==> config.mk <==
export PLATFORM = sky130hd
export DESIGN_NAME = link_arbiter_flat
export DESIGN_NICKNAME = d
export VERILOG_FILES = /design/src/rtl/link_arbiter_pkg.sv /design/src/rtl/link_arbiter_if.sv /design/src/rtl/link_arbiter_rr_arbiter2.sv /design/src/rtl/link_arbiter.sv /design/src/flat_wrapper.sv
export SDC_FILE = /design/constraint.sdc
export NUM_CORES = 1
export LEC_CHECK = 0
export ABC_AREA = 1
export CAP_MARGIN = 20
export CELL_PAD_IN_SITES_DETAIL_PLACEMENT = 1
export CELL_PAD_IN_SITES_GLOBAL_PLACEMENT = 2
export CORE_MARGIN = 2
export CORE_UTILIZATION = 19
export DETAILED_ROUTE_END_ITERATION = 10
export PLACE_DENSITY = 0.89
export SYNTH_ARGS = -nofsm -noshare
export SYNTH_HDL_FRONTEND = slang
export SYNTH_SLANG_ARGS = --single-unit
==> constraint.sdc <==
create_clock -name Clock -period 2.4 [get_ports Clock]
set_clock_uncertainty 0.15 [all_clocks]
set_input_delay 0.24 -clock Clock [delete_from_list [all_inputs] [get_ports Clock]]
set_output_delay 0.24 -clock Clock [all_outputs]
set_load 0.02 [all_outputs]
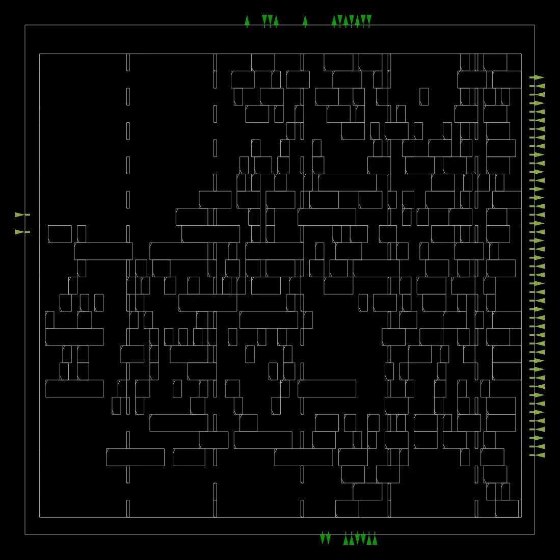
Fig. 1. Cell outlines without signal wires (run 1).
sequential cell area share: 18.86%
fillers: 695
fin util: 35.50%
tap cells: 72

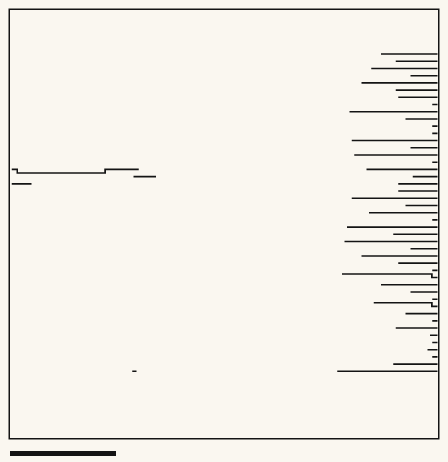
Fig. 2. Signal wires on met3 (run 1).
Bar = 20 um.
wire length on this layer: 384 um
main direction: horizontal
share of all routed wire: 10%
longest straight run: 18.6 um
nets with wire on the layer: 48
vias: 1339
final wirelength: 3.763 mm
met3 Resource Use GR: 3.111%

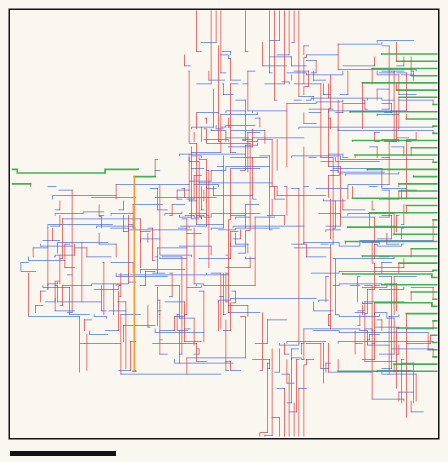
Fig. 3. Metal layers overlaid (run 1).
Bar = 20 um.
[red] M2 | wire length: 1710 um
[green] M3 | wire length: 384 um
[blue] M1 | wire length: 1630 um
[orange] M4 | wire length: 36.7 um
GRT Total Usage: 11.78%
WL/cell: 12.06 um

==> flow_summary.json <==
{
  "outcome": "completed",
  "reg2reg_depth": 7,
  "leakagePower_nw": 1.182,
  "power_mw": 2.062,
  "detail-route-antenna-nets": 0,
  "grt_setup_unrepaired": "no",
  "ys_sh_simple_pct": 35.23,
  "worstSetupPathType": "reg -> out",
  "dr.first_iter.drc_count": 20,
  "post-route-min-period_ns": 2.114,
  "wl_met2_mm": 1.708,
  "synth_top_flop_cell": "dfrtp_1",
  "worst_pin_slew_ns": 0.5964,
  "synth_area_sq_um": 1119,
  "cts_tree": "built",
  "synthesis.instances": 169,
  "slew_headroom_pct": 60.20,
  "largest_reg_flops": 8,
  "fp_util_pct": 19.95,
  "core_area_sq_um": 5608,
  "warnings": 31,
  "wl_met1_mm": 1.634,
  "cts.sinks": 15,
  "max_freq_mhz": 473.0,
  "hpwl_mm": 3.012,
  "fin_nets": 289,
  "grt_use_met1_pct": 13.70,
  "grt_overflow": 0,
  "top_logic_kind": "simple AND/OR/NAND/NOR gates",
  "grt_antenna_before_repair": 0,
  "grt_pass1_wl_mm": 6.168,
  "p_per_area_nw_per_um2": 1036,
  "vdd_drop_max_uv": 384.3,
  "syn2layout_area_growth_pct": 77.96,
  "rows": 27,
  "dr.pass1.iters": 4,
  "syn_area_per_cell_sq_um": 6.619,
  "finalSetupTns_ns": 0,
  "grt_pass1_vias": 1353,
  "setup_ws_ns": 0.2860,
  "drive_gt1_share_pct": 6.667,
  "seqCellArea_sq_um": 375.4,
  "ys_cells": 169,
  "slew_viol_final": 0,
  "top_cells_by_area": "dfrtp_1, nand2_1, a21oi_1, ha_1, inv_1",
  "routed.top_layer": "met4",
  "ys_top_cells_by_count": "nand2_1, a21oi_1, inv_1",
  "antenna_cells": 0,
  "io_pins": 67,
  "critPathMaxStageDelay_ns": 0.41,
  "ys_area_sq_um": 1119,
  "yosysUniqueCellTypes": 23,
  "path_cells": "inv_1 > ha_1 > nor2_4 > buf_12 > nor3_1 > dlygate4sd2_1",
  "cp-end-kind": "output pin",
  "grt_use_met2_pct": 21.42,
  "combGateArea_sq_um": 646.9,
  "pre_cts_ws_ns": 0.002562,
  "drcViolationCount": 0,
  "worstSkewPairLatency_ns": 0.25,
  "setup_violations": 0,
  "synth-edff-count": 0,
  "path_depth": 6,
  "cts_root_buf": "clkbuf_8",
  "grt_max_degree": 20,
  "xor_share_pct": 0,
  "cts_buffers": 3,
  "synth_seq_share_pct": 33.56,
  "yosys.area.top_type_share_pct": 33.56,
  "die_x_um": 80.73,
  "busiest_layer": "met2",
  "route.met3.wl_um": 384,
  "mux_area_share_pct": 0,
  "yosys.cell_count.top_type": "nand2_1",
  "cp_num_buf_inv": 3,
  "cp_slowest_cell": "dfrtp_1",
  "htree_levels": 1,
  "critPathArrivalTime_ns": 1.72,
  "required_ns": 2.01,
  "path_clk_slew_ns": 0.06,
  "place.port_buffers": 66,
  "largest_area_cell": "dfrtp_1",
  "drv_cap": 0,
  "synthAdderAreaFrac_pct": 7.830,
  "clock_path_buffers": 2,
  "finalHoldViolations": 0,
  "viasPerCell": 4.292,
  "cp_max_fo": 17,
  "gp_congestion": 0.7450,
  "reg2reg_setup_slack_ns": 0.59,
  "hold_path.class": "in -> async",
  "period_used_pct": 88.08,
  "syn-num-nets": 217,
  "synth_flops": 15,
  "chip_area_sq_um": 6517,
  "cp_top_family": "buffers and inverters",
  "cp-start-kind": "flop",
  "synth-async-reset-ratio_pct": 100.0,
  "yosys_warnings": 0,
  "die_h_um": 80.73,
  "aoi_share_pct": 14.32
}
run 1: through the flow:
| stage | hold slack (ns) | instances | utilization [%] | cell area, sq um |
|---|---|---|---|---|
| after floorplan | -0.008521 | 169 | - | 1119 |
| after global placement | 0.3241 | 306 | 33.33 | 1869 |
| after detailed placement | 0.3375 | 306 | 33.33 | 1869 |
| after CTS | 0.2330 | 312 | 34.69 | 1946 |
| after global routing | 0.2600 | 312 | 35.50 | 1991 |
| final | 0.2005 | 312 | 35.50 | 1991 |
run 1: report_power, final:
group / total [mW] / switching, mW / internal [mW]
clock network: 0.210 / 0.0925 / 0.118
registers: 0.386 / 0.0678 / 0.319
logic: 1.47 / 0.828 / 0.638
total: 2.06 / 0.988 / 1.07
run 1: placed cells by master, fill, tap and decap left out, drive strengths merged:
master	netlist	final
a21boi	1	1
a21oi	21	21
a31oi	1	1
buf	4	5
clkbuf	0	4
clkdlybuf4s50	0	47
dfrtp	15	15
dlygate4sd2	0	1
dlymetal6s2s	0	18
ha	7	7
inv	21	21
nand2	65	65
nand3	6	6
nand4	3	3
nor2	13	13
nor3	4	4
o211ai	1	1
o21a	1	1
o21ai	4	4
o22ai	1	1
or2	1	1
run 1: logic make-up (layout without fill, tap and decap cells):
group	after synthesis	count (layout)
compound gates	30	30
simple gates	92	92
flops	15	15
fa+ha+maj	7	7
buf+inv	25	96
run 1: area by class of cell:
cell class / count / share of cell area, %
Inverter: 21 / 3.960
Tap cell: 72 / 4.525
Timing Repair Buffer: 71 / 37.90
Sequential cell: 15 / 18.86
Clock buffer: 4 / 2.263
Multi-Input combinational cell: 129 / 32.50
run 1: what timing repair did:
action	in CTS	in global routing
setup endpoints to repair	19	18
cloned	0	0
hold buffers	0	0
buffers inserted	2	0
gates resized	2	18
pin swaps	1	0
